===== config.mk =====
export PLATFORM = sky130hd
export DESIGN_NAME = isa_io_arbiter
export DESIGN_NICKNAME = d
export VERILOG_FILES = /design/src/rtl/isa_io_arbiter.sv
export SDC_FILE = /design/constraint.sdc
export NUM_CORES = 1
export LEC_CHECK = 0
export ABC_CLOCK_PERIOD_IN_PS = 2800
export CAP_MARGIN = 40
export CORE_MARGIN = 1.5
export CORE_UTILIZATION = 45
export CTS_CLUSTER_DIAMETER = 40
export CTS_CLUSTER_SIZE = 40
export DETAILED_ROUTE_END_ITERATION = 8
export GPL_TIMING_DRIVEN = 1
export MAX_ROUTING_LAYER = met4
export PLACE_DENSITY = 0.89
export SYNTH_ARGS = -nofsm -noshare
export SYNTH_HDL_FRONTEND = slang
export SYNTH_SLANG_ARGS = --single-unit

===== constraint.sdc =====
create_clock -name clk -period 2.8 [get_ports clk]
set_input_delay 0.42 -clock clk [delete_from_list [all_inputs] [get_ports clk]]
set_output_delay 0.42 -clock clk [all_outputs]
set_load 0.02 [all_outputs]

===== src/rtl/isa_io_arbiter.sv =====
`default_nettype none
// +----------------------------------------------------------------------------+
// | Module      : isa_io_arbiter                                               |
// | Description : Two-port arbiter and cycle sequencer for the ISA I/O bus.    |
// | Revision    : 1.0 - initial release                                        |
// +----------------------------------------------------------------------------+
module isa_io_arbiter #(
  parameter int SETUP_CYC  = 2,
  parameter int STROBE_CYC = 10,
  parameter int HOLD_CYC   = 2,
  parameter int TMO_CYC    = 64,
  parameter int CNT_W      = 8
) (
  input  logic        clk,
  input  logic        reset_n,
  input  logic        m0_req,
  input  logic        m0_write,
  input  logic [15:0] m0_addr,
  input  logic [15:0] m0_wdata,
  output logic        m0_ack,
  output logic [15:0] m0_rdata,
  input  logic        m1_req,
  input  logic        m1_write,
  input  logic [15:0] m1_addr,
  input  logic [15:0] m1_wdata,
  output logic        m1_ack,
  output logic [15:0] m1_rdata,
  output logic [15:0] isa_addr,
  output logic [15:0] isa_dout,
  output logic        isa_doe,
  input  logic [15:0] isa_din,
  output logic        isa_iow_n,
  output logic        isa_ior_n,
  input  logic        isa_iochrdy,
  output logic        busy,
  output logic        tmo_flag,
  input  logic        tmo_clr
);

  localparam logic [2:0] c_ST_IDLE   = 3'd0;
  localparam logic [2:0] c_ST_SETUP  = 3'd1;
  localparam logic [2:0] c_ST_STROBE = 3'd2;
  localparam logic [2:0] c_ST_WAIT   = 3'd3;
  localparam logic [2:0] c_ST_HOLD   = 3'd4;
  localparam logic [2:0] c_ST_DONE   = 3'd5;

  localparam logic [CNT_W-1:0] c_SETUP_LD  = CNT_W'(SETUP_CYC - 1);
  localparam logic [CNT_W-1:0] c_STROBE_LD = CNT_W'(STROBE_CYC - 1);
  localparam logic [CNT_W-1:0] c_HOLD_LD   = CNT_W'(HOLD_CYC - 1);
  localparam logic [CNT_W-1:0] c_TMO_LD    = CNT_W'(TMO_CYC - 1);
  localparam logic [CNT_W-1:0] c_ONE       = CNT_W'(1);

  logic [2:0]       r_state, w_next_state;
  logic [CNT_W-1:0] r_cnt, w_cnt_next;
  logic             r_grant, r_last_grant, r_write;
  logic [15:0]      r_addr, r_wdata, r_rdata, r_m0_rdata, r_m1_rdata;
  logic             r_rdy_meta, r_rdy_sync, r_tmo_flag;
  logic             w_cnt_zero, w_any_req, w_grant, w_to_hold, w_tmo_hit;

  assign w_cnt_zero = (r_cnt == '0);
  assign w_any_req  = m0_req | m1_req;
  // On a tie the port that did not win last time is served.
  assign w_grant    = (m0_req & m1_req) ? ~r_last_grant : m1_req;
  assign w_to_hold  = ((r_state == c_ST_STROBE) || (r_state == c_ST_WAIT)) &&
                      (w_next_state == c_ST_HOLD);
  assign w_tmo_hit  = (r_state == c_ST_WAIT) && w_cnt_zero && !r_rdy_sync;

  always_ff @(posedge clk or negedge reset_n) begin
    if (!reset_n) begin
      r_state <= c_ST_IDLE;
      r_cnt   <= '0;
    end else begin
      r_state <= w_next_state;
      r_cnt   <= w_cnt_next;
    end
  end

  always_comb begin
    w_next_state = r_state;
    w_cnt_next   = r_cnt;
    case (r_state)
      c_ST_IDLE: begin
        if (w_any_req) begin
          w_next_state = c_ST_SETUP;
          w_cnt_next   = c_SETUP_LD;
        end
      end
      c_ST_SETUP: begin
        if (w_cnt_zero) begin
          w_next_state = c_ST_STROBE;
          w_cnt_next   = c_STROBE_LD;
        end else begin
          w_cnt_next = r_cnt - c_ONE;
        end
      end
      c_ST_STROBE: begin
        if (w_cnt_zero && r_rdy_sync) begin
          w_next_state = c_ST_HOLD;
          w_cnt_next   = c_HOLD_LD;
        end else if (w_cnt_zero) begin
          w_next_state = c_ST_WAIT;
          w_cnt_next   = c_TMO_LD;
        end else begin
          w_cnt_next = r_cnt - c_ONE;
        end
      end
      c_ST_WAIT: begin
        if (r_rdy_sync || w_cnt_zero) begin
          w_next_state = c_ST_HOLD;
          w_cnt_next   = c_HOLD_LD;
        end else begin
          w_cnt_next = r_cnt - c_ONE;
        end
      end
      c_ST_HOLD: begin
        if (w_cnt_zero) begin
          w_next_state = c_ST_DONE;
        end else begin
          w_cnt_next = r_cnt - c_ONE;
        end
      end
      c_ST_DONE: w_next_state = c_ST_IDLE;
      default:   w_next_state = c_ST_IDLE;
    endcase
  end

  always_comb begin
    isa_iow_n = 1'b1;
    isa_ior_n = 1'b1;
    isa_doe   = 1'b0;
    m0_ack    = 1'b0;
    m1_ack    = 1'b0;
    busy      = (r_state != c_ST_IDLE);
    case (r_state)
      c_ST_SETUP, c_ST_HOLD: isa_doe = r_write;
      c_ST_STROBE, c_ST_WAIT: begin
        isa_doe   = r_write;
        isa_iow_n = ~r_write;
        isa_ior_n = r_write;
      end
      c_ST_DONE: begin
        m0_ack = ~r_grant;
        m1_ack = r_grant;
      end
      default: ;
    endcase
  end

  always_ff @(posedge clk or negedge reset_n) begin
    if (!reset_n) begin
      r_grant      <= 1'b0;
      r_last_grant <= 1'b1;
      r_write      <= 1'b0;
      r_addr       <= '0;
      r_wdata      <= '0;
      r_rdata      <= '0;
      r_m0_rdata   <= '0;
      r_m1_rdata   <= '0;
      r_rdy_meta   <= 1'b1;
      r_rdy_sync   <= 1'b1;
      r_tmo_flag   <= 1'b0;
    end else begin
      r_rdy_meta <= isa_iochrdy;
      r_rdy_sync <= r_rdy_meta;
      if ((r_state == c_ST_IDLE) && w_any_req) begin
        r_grant      <= w_grant;
        r_last_grant <= w_grant;
        r_write      <= w_grant ? m1_write : m0_write;
        r_addr       <= w_grant ? m1_addr  : m0_addr;
        r_wdata      <= w_grant ? m1_wdata : m0_wdata;
      end
      if (w_to_hold && !r_write) begin
        r_rdata <= isa_din;
      end
      // Port read data only changes as the cycle completes, so it is valid with ack.
      if ((r_state == c_ST_HOLD) && w_cnt_zero && !r_write) begin
        if (r_grant) r_m1_rdata <= r_rdata;
        else         r_m0_rdata <= r_rdata;
      end
      if (w_tmo_hit)    r_tmo_flag <= 1'b1;
      else if (tmo_clr) r_tmo_flag <= 1'b0;
    end
  end

  assign isa_addr = r_addr;
  assign isa_dout = r_wdata;
  assign m0_rdata = r_m0_rdata;
  assign m1_rdata = r_m1_rdata;
  assign tmo_flag = r_tmo_flag;

endmodule
`default_nettype wire


**Run 1: the clock network**

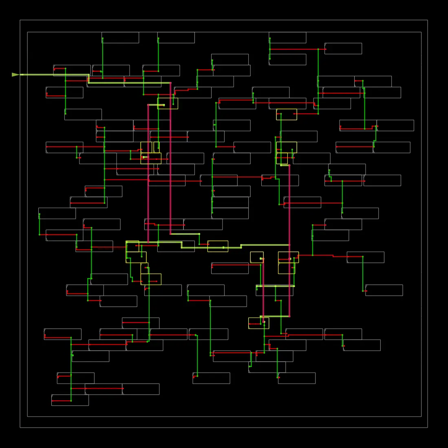
clock sinks: 97
Late-Pin Clk Latency: 360 ps
seq_cells: 97
cts bufs inserted: 9
Max Clock Skew: 11.0 ps

**Run 1: routed clock nets over the placement**

(4 px per um)
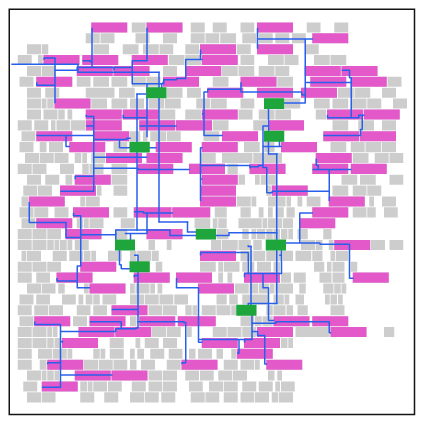
clock wires: marked blue, length 1120 um. clock drivers: marked green, count 9. flip-flops: marked magenta, count 97.
Position of the flops: spread over the die.
clock power share: 15.6%
Clk power: 842 uW

**Run 1: wiring by layer**

(3 px per um)
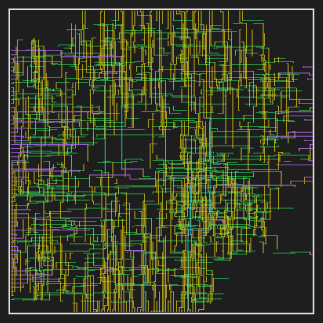
metal 2: marked yellow, wire length 5390 um. metal 4: marked cyan, wire length 186 um. metal 1: marked green, wire length 4180 um. metal 3: marked purple, wire length 618 um.
via count: 3308
Routed WL per cell: 16.1 um
DRT Wirelength: 10400 um

**Run 1: selected gate families**

(3 px per um)
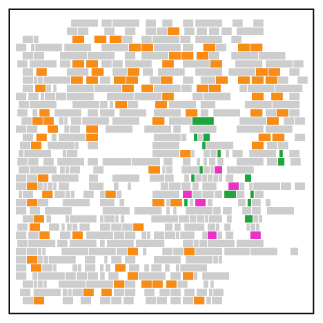
nand cells: marked green, cells 15. non-inverting ao/oa cells: marked magenta, cells 6. mux cells: marked orange, cells 85, where spread over the die.

==> results.yml, run 1 <==
# physical design summary
floorplan:
  tap-cell-count: 129
  pin_count: 159
  num_rows: 35
  die_h_um: 101
  coreArea_um2: 9280
  chip_area_um2: 10200
route:
  firstDrtPassIters: 4
  wl_met3_um: 617
  ant_nets: 0
  m1WireLength_um: 4180
  drtIter0Drc: 77
  routed-wl-met2_um: 5390
  drc_errors: 0
worst_setup_path:
  reg2reg_slack_ps: 470
  cp_num_cells: 4
  cp-startpoint: "r_state[1]"
  slowest_delay_ps: 610
  worstPathRequired_ps: 2380
  criticalPathCategory: "reg -> out"
  end_kind: "output pin"
  arrival_ps: 2200
  reg2reg_from: "r_cnt[0]"
  cpLargestDelayFamily: "buffers and inverters"
  critPathMaxFanout: 14
  endpoint: "isa_doe"
place:
  dp.cells: 630
  gp_congestion: 0.835
  dpl.hpwl_um: 7730
flow_run:
  max-cap-violations: 0
sta:
  finalSetupTns_ps: 0
  fin_crit_sh_pct: 93.6
  relSlewSlack_pct: 48.1
  timing.fmax_mhz: 381
  max_slew.worst_pin.slew_ps: 771
  finalCriticalPeriod_ps: 2620
  final_max_slew_viol_count: 0
cells_and_area:
  fillers: 749
  mostFrequentLayoutCell: "clkdlybuf4s50_1"
  nMultiInputCombCells: 234
  flop_area_um2: 2430
  sh_seq_area_pct: 39.1
  final_area_um2: 6210
  clock_area_share_pct: 2.84
  fin_cells: 646
  fin_util_pct: 66.9
  nNonClkInverters: 6
  clkbuf_count: 10
  sh_comb_area_pct: 28.7
  mi_logic_area_um2: 1780
logic_synthesis:
  top_area_share_pct: 54.5
  synth_nets: 444
  ys_ff: 97
  synth-main-ff-cell: "dfrtp_1"
  yosys_area_um2: 4310
  yosys_warnings: 0
  area_leaders: "dfrtp_1 (55%), mux2_2 (13%), mux2i_1 (7.9%)"
  syn_area_um2: 4310
  ys_async_sr_fraction_pct: 100
  adder_share_pct: 0.290
  netlist_logic_family_top: "multiplexers"
  xor_area_share_pct: 0
pwr:
  total_power_uw: 5390
  p_seq_share_pct: 41.2
  p_leak_uw: 0.00270
  ir_drop_mv: 0.515
  p_sw_uw: 2050
grt:
  overflow: 0
  use_met1_pct: 25.3
  grt_pass1_wl_um: 16800
  grt_max_degree: 51
clock_tree:
  post_cts_buffers: 0
  root_buffer: "clkbuf_8"
  h-tree-depth: 3
  holdBufCountCts: 0
  path_clk_slew_ps: 90
outcome:
  outcome: "finished clean"
run 1: synthesized netlist by cell type (all sizes together) (2+ instances only):
cell type,n
dfstp,3
nor2b,2
nor2,47
nand2b,2
inv,6
mux2,51
nand2,11
nor3,4
a21oi,39
buf,11
a2bb2oi,2
o21ai,6
nor4b,2
nor4,3
o31ai,2
a211oi,2
dfrtp,94
nand3b,2
mux2i,34
and3,2
and2,4
clkbuf,7
run 1: registers in the layout, summed over array words and instances (netlist names):
name,cells
tmo_flag,1
r_rdy_sync,1
r_grant,1
r_cnt,8
m0_rdata,16
r_rdata,16
isa_dout,16
isa_addr,16
r_state,3
r_rdy_meta,1
m1_rdata,16
r_last_grant,1
r_write,1
==> inputs of run 2 (changes only) <==
--- a/config.mk
+++ b/config.mk
@@ -5,6 +5,7 @@
 export SDC_FILE = /design/constraint.sdc
 export NUM_CORES = 1
 export LEC_CHECK = 0
+export ABC_AREA = 1
 export ABC_CLOCK_PERIOD_IN_PS = 2800
 export CAP_MARGIN = 40
 export CORE_MARGIN = 1.5
==> results.yml, run 2 <==
# physical design summary
clock_tree:
  h-tree-depth: 3
  holdBufCountCts: 0
  clockBufferDepth: 2
  post_cts_buffers: 0
  cts_buffers: 9
  numClockSinks: 97
  root_buffer: "clkbuf_8"
  ctsResizeCount: 0
  clock.latency.late_pin_ps: 360
  path_clk_slew_ps: 100
logic_synthesis:
  yosys.stat.seqShare_pct: 55.5
  synth_cell_types: 29
  largest_area_cell: "dfrtp_1"
  ys_cells: 512
  synthSimpleGateAreaFrac_pct: 24.2
  yosysMostFrequentCell: "nand2_1"
  aoi_share_pct: 12.7
  yosys_warnings: 0
  synthTopCellsByCount: "nand2_1 (135), dfrtp_1 (94), o21ai_0 (85)"
  syn_avg_cell_area_um2: 8.55
  adder_share_pct: 0.286
  ys_sh_mux_pct: 0
  yosys_area_um2: 4380
  netlist_logic_family_top: "simple AND/OR/NAND/NOR gates"
  synth_nets: 601
  ys_async_sr_fraction_pct: 100
  top_area_share_pct: 53.7
  area_leaders: "dfrtp_1 (54%), nand2_1 (12%), o21ai_0 (9.7%)"
  syn_area_um2: 4380
  ys_ff: 97
  synth-main-ff-cell: "dfrtp_1"
  xor_area_share_pct: 1.20
flow_run:
  max-cap-violations: 0
  warnings: 26
cells_and_area:
  sh_seq_area_pct: 38.7
  antenna_cells: 0
  layout-drive-gt1-share_pct: 8.06
  buffers_excl_clock: 164
  flops: 97
  area_dominant_class: "flip-flops and latches"
  fin_util_pct: 67.3
  fillers: 768
  num-nets-final: 754
  syn_to_final_growth_pct: 43.5
  final_area_um2: 6280
  clock_area_share_pct: 3.33
  nMultiInputCombCells: 350
  mi_logic_area_um2: 1680
  layout_top_cells: "clkdlybuf4s50_1 (157), nand2_1 (135), dfrtp_1 (94)"
  flop_area_um2: 2430
  bufAreaShareNonClock_pct: 26.1
  nNonClkInverters: 43
place:
  dp.cells: 783
  gp_congestion: 0.975
  dpl-instance-area_um2: 6070
  dpl_worst_slack_ps: 531
  dpl.hpwl_um: 8510
  io_buffers: 158
pwr:
  ir_drop_mv: 0.216
  seq_power_uw: 1400
  p_seq_share_pct: 55.4
  total_power_uw: 2530
  p_comb_uw: 182
  power-top-group: "sequential cells"
  p_sw_uw: 587
  p_sw_share_pct: 23.2
  pwr-share-comb_pct: 7.2
  intPower_uw: 1950
  p_leak_uw: 0.00275
  clkPwrFrac_pct: 37.4
route:
  routedWlPerCell_um: 14.2
  routed-wl-met2_um: 5510
  firstDrtPassIters: 4
  wl_um: 11400
  ant_nets: 0
  routed.top_layer: "met4"
  wl_met3_um: 796
  drc_errors: 0
  vias: 4026
  avgViaCountPerCell: 5.04
  drtIter0Drc: 147
  m1WireLength_um: 4640
outcome:
  outcome: "finished clean"
worst_setup_path:
  criticalPathCategory: "reg -> out"
  slowest_delay_ps: 640
  critPathBufInv: 1
  crit_slowest_cell: "clkdlybuf4s50_1"
  cpLargestDelayFamily: "simple AND/OR/NAND/NOR gates"
  critPathMaxFanout: 7
  arrival_ps: 2200
  cp-start-kind: "flip-flop"
  reg2reg_slack_ps: 690
  cp_cell_sequence: "nor3_1, nor3_2, nor2_1, clkdlybuf4s50_1"
  worstPathRequired_ps: 2380
  end_kind: "output pin"
floorplan:
  tap-cell-count: 129
  coreArea_um2: 9330
  pin_count: 159
  num_rows: 35
  chip_area_um2: 10300
  die_h_um: 102
grt:
  grt_max_degree: 54
  use_met1_pct: 28.0
  overflow: 0
  grt.met2_usage_pct: 38.7
  grt_pass1_wl_um: 18400
  grtUsageTotal_pct: 23.7
  grt-busiest-layer: "met2"
  grt_pass1_vias: 4049
  gr-usage-met3_pct: 5.24
sta:
  timing.fmax_mhz: 382
  whs_ps: 39.8
  hold_violations: 0
  finalCriticalPeriod_ps: 2620
  finalSetupTns_ps: 0
  final.setup.worst_slack_ps: 184
  max_slew.worst_pin.slew_ps: 898
  setup_viol_count_final: 0
  fin_crit_sh_pct: 93.4
  final_max_slew_viol_count: 0
  relSlewSlack_pct: 40.0
hold_path:
  hold_class: "in -> async"
## run 2: netlist changes by cell type in the layout (fill, tap and decap cells not counted), moves of 11 or more
cell,previous run,this run
a21oi_1,39,1
mux2_2,51,0
inv_1,6,37
nand2_1,9,135
nand4_1,0,18
o21ai_1,0,18
nand3_1,0,11
mux2i_1,34,0
o21ai_0,5,85
## run 2: worst paths after layout
check / start / end / depth (start not counted)
max in group asynchronous: reset_n / isa_dout[4] / 2
setup / recovery: r_state[2] / isa_doe / 4
hold / removal: reset_n / m0_rdata[2] / 1
setup reg to reg: r_cnt[0] / r_rdata[7] / 11
min in group clk: r_rdy_meta / r_rdy_sync / 0
hold reg to reg: r_rdy_meta / r_rdy_sync / 0
**Run 2: the clock network**

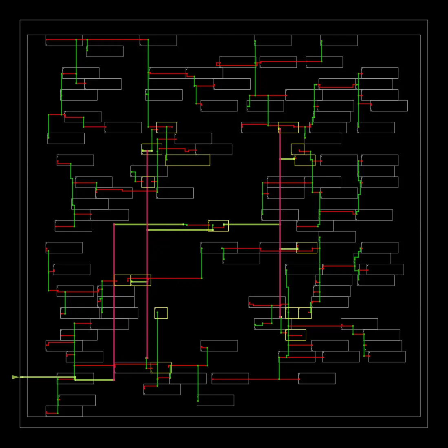
Clk power: 948 uW
Max Clock Skew: 13.1 ps
clock buffer count: 9

**Run 2: selected gate families**

(3 px per um)
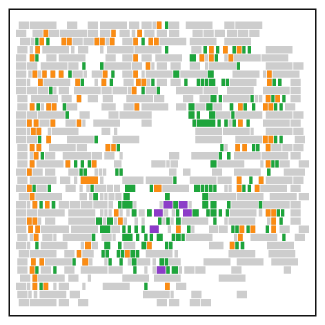
nand cells: marked green, cells 173. aoi and oai cells: marked orange, cells 108, where spread over the die. xor and xnor cells: marked purple, cells 6.
Comb/total area: 26.8%
Post-Layout Cell Count: 799
most numerous logic cell after layout: clkdlybuf4s50_1

==> inputs of run 3 (changes only) <==
--- a/config.mk
+++ b/config.mk
@@ -9,13 +9,14 @@
 export ABC_CLOCK_PERIOD_IN_PS = 2800
 export CAP_MARGIN = 40
 export CORE_MARGIN = 1.5
-export CORE_UTILIZATION = 45
+export CORE_UTILIZATION = 55
 export CTS_CLUSTER_DIAMETER = 40
 export CTS_CLUSTER_SIZE = 40
 export DETAILED_ROUTE_END_ITERATION = 8
+export DONT_BUFFER_PORTS = 1
 export GPL_TIMING_DRIVEN = 1
 export MAX_ROUTING_LAYER = met4
-export PLACE_DENSITY = 0.89
+export PLACE_DENSITY = 0.68
 export SYNTH_ARGS = -nofsm -noshare
 export SYNTH_HDL_FRONTEND = slang
 export SYNTH_SLANG_ARGS = --single-unit
==> results.yml, run 3 <==
# physical design summary
logic_synthesis:
  synthSimpleGateAreaFrac_pct: 24.2
  adder_share_pct: 0.286
  ys_sh_mux_pct: 0
  synthTopCellsByCount: "nand2_1 (135), dfrtp_1 (94), o21ai_0 (85)"
  synth_cell_types: 29
  xor_area_share_pct: 1.20
  netlist_logic_family_top: "simple AND/OR/NAND/NOR gates"
  yosysMostFrequentCell: "nand2_1"
  syn_area_um2: 4380
  yosys_area_um2: 4380
  ys_async_sr_fraction_pct: 100
  yosys.stat.seqShare_pct: 55.5
  synth-edff-count: 0
  syn_avg_cell_area_um2: 8.55
  ys_cells: 512
  aoi_share_pct: 12.7
  ys_ff: 97
  largest_area_cell: "dfrtp_1"
  area_leaders: "dfrtp_1 (54%), nand2_1 (12%), o21ai_0 (9.7%)"
  yosys_warnings: 0
  synth_nets: 601
  synth-main-ff-cell: "dfrtp_1"
floorplan:
  pin_count: 159
  die_h_um: 92.2
  chip_area_um2: 8500
  num_rows: 32
  tap-cell-count: 102
  coreArea_um2: 7730
grt:
  grt_pass1_vias: 3203
  grt.met2_usage_pct: 37.9
  overflow: 0
  grtUsageTotal_pct: 24.4
  use_met1_pct: 31.9
  grt_pass1_wl_um: 15600
  grt-busiest-layer: "met2"
  grt_max_degree: 98
  gr-usage-met3_pct: 4.48
worst_setup_path:
  worstPathRequired_ps: 2380
  criticalPathCategory: "reg -> out"
  crit_slowest_cell: "dfrtp_1"
  cp_cell_sequence: "nor3_1, nor3_2, nor2_1"
  arrival_ps: 1800
  cp-start-kind: "flip-flop"
  cpLargestDelayFamily: "simple AND/OR/NAND/NOR gates"
  critPathMaxFanout: 7
  critPathBufInv: 0
  slowest_delay_ps: 480
  end_kind: "output pin"
sta:
  hold_violations: 0
  max_slew.worst_pin.slew_ps: 840
  whs_ps: 50.6
  timing.fmax_mhz: 450
  finalCriticalPeriod_ps: 2220
  setup_viol_count_final: 0
  relSlewSlack_pct: 43.9
  finalSetupTns_ps: 0
  final.setup.worst_slack_ps: 580
  fin_crit_sh_pct: 79.3
  final_max_slew_viol_count: 0
cells_and_area:
  fillers: 699
  buffers_excl_clock: 7
  syn_to_final_growth_pct: 6.86
  antenna_cells: 0
  mi_logic_area_um2: 1680
  num-nets-final: 597
  nNonClkInverters: 43
  flops: 97
  flop_area_um2: 2430
  clock_area_share_pct: 4.31
  sh_comb_area_pct: 35.9
  layout_top_cells: "nand2_1 (135), dfrtp_1 (94), o21ai_0 (85)"
  fin_cells: 615
  sh_seq_area_pct: 52.0
  area_dominant_class: "flip-flops and latches"
  mostFrequentLayoutCell: "nand2_1"
  bufAreaShareNonClock_pct: 1.60
  layout-drive-gt1-share_pct: 10.1
  final_area_um2: 4680
  fin_util_pct: 60.5
  nMultiInputCombCells: 350
outcome:
  outcome: "finished clean"
pwr:
  ir_drop_mv: 0.260
  p_leak_uw: 0.00216
  total_power_uw: 2390
place:
  dpl-instance-area_um2: 4440
  io_buffers: 0
  dpl_worst_slack_ps: 796
  dp.cells: 597
  dpl.hpwl_um: 6920
  gp_congestion: 0.908
clock_tree:
  ctsResizeCount: 0
  clockBufferDepth: 2
  root_buffer: "clkbuf_8"
  post_cts_buffers: 0
  holdBufCountCts: 2
  h-tree-depth: 3
  path_clk_slew_ps: 90
  cts_buffers: 9
  numClockSinks: 97
flow_run:
  max-cap-violations: 0
  warnings: 26
route:
  drc_errors: 0
  routed-wl-met2_um: 4690
  drtIter0Drc: 154
  firstDrtPassIters: 4
  wl_met3_um: 578
  m1WireLength_um: 4250
  ant_nets: 0
  avgViaCountPerCell: 5.45
  routed.top_layer: "met4"
hold_path:
  hold_class: "in -> reg"
run 3: cell counts after synthesis:
Identical to the previous run, type by type.
run 3: path summary, 6_finish.rpt:
| path | startpoint | to | slack [ps] | cells after the start |
|---|---|---|---|---|
| setup reg to reg | r_cnt[1] | r_rdata[4] | 790 | 11 |
| setup / recovery | r_state[2] | isa_doe | 580 | 3 |
| hold reg to reg | r_rdy_meta | r_rdy_sync | 360 | 0 |
| hold / removal | isa_iochrdy | r_rdy_meta | 50 | 0 |
| min in group asynchronous | reset_n | r_write | 640 | 2 |
| max in group asynchronous | reset_n | r_last_grant | 1750 | 2 |
run 3: report_power, final:
group	internal, uW	switching (uW)
Combinational	12.4	46.9
Sequential	1400	1.11
Clock	426	501
Total	1840	549
**Run 3: wiring by layer**

(3 px per um)
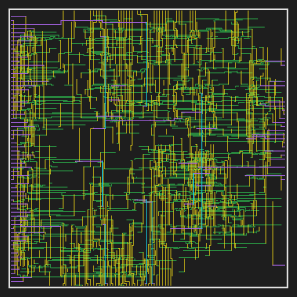
metal 1: marked green, wire length 4250 um. metal 4: marked cyan, wire length 203 um. metal 3: marked purple, wire length 578 um. metal 2: marked yellow, wire length 4690 um.
via count: 3350
DRT Wirelength: 9720 um
Routed WL per cell: 15.8 um

**Run 3: the clock network**

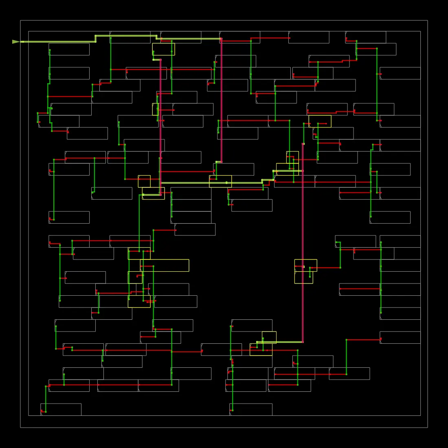
clock buffer count: 10
Max Clock Skew: 20.4 ps
Clk power: 927 uW
Late-Pin Clk Latency: 370 ps

Power is estimated from default activity; no workload was simulated.
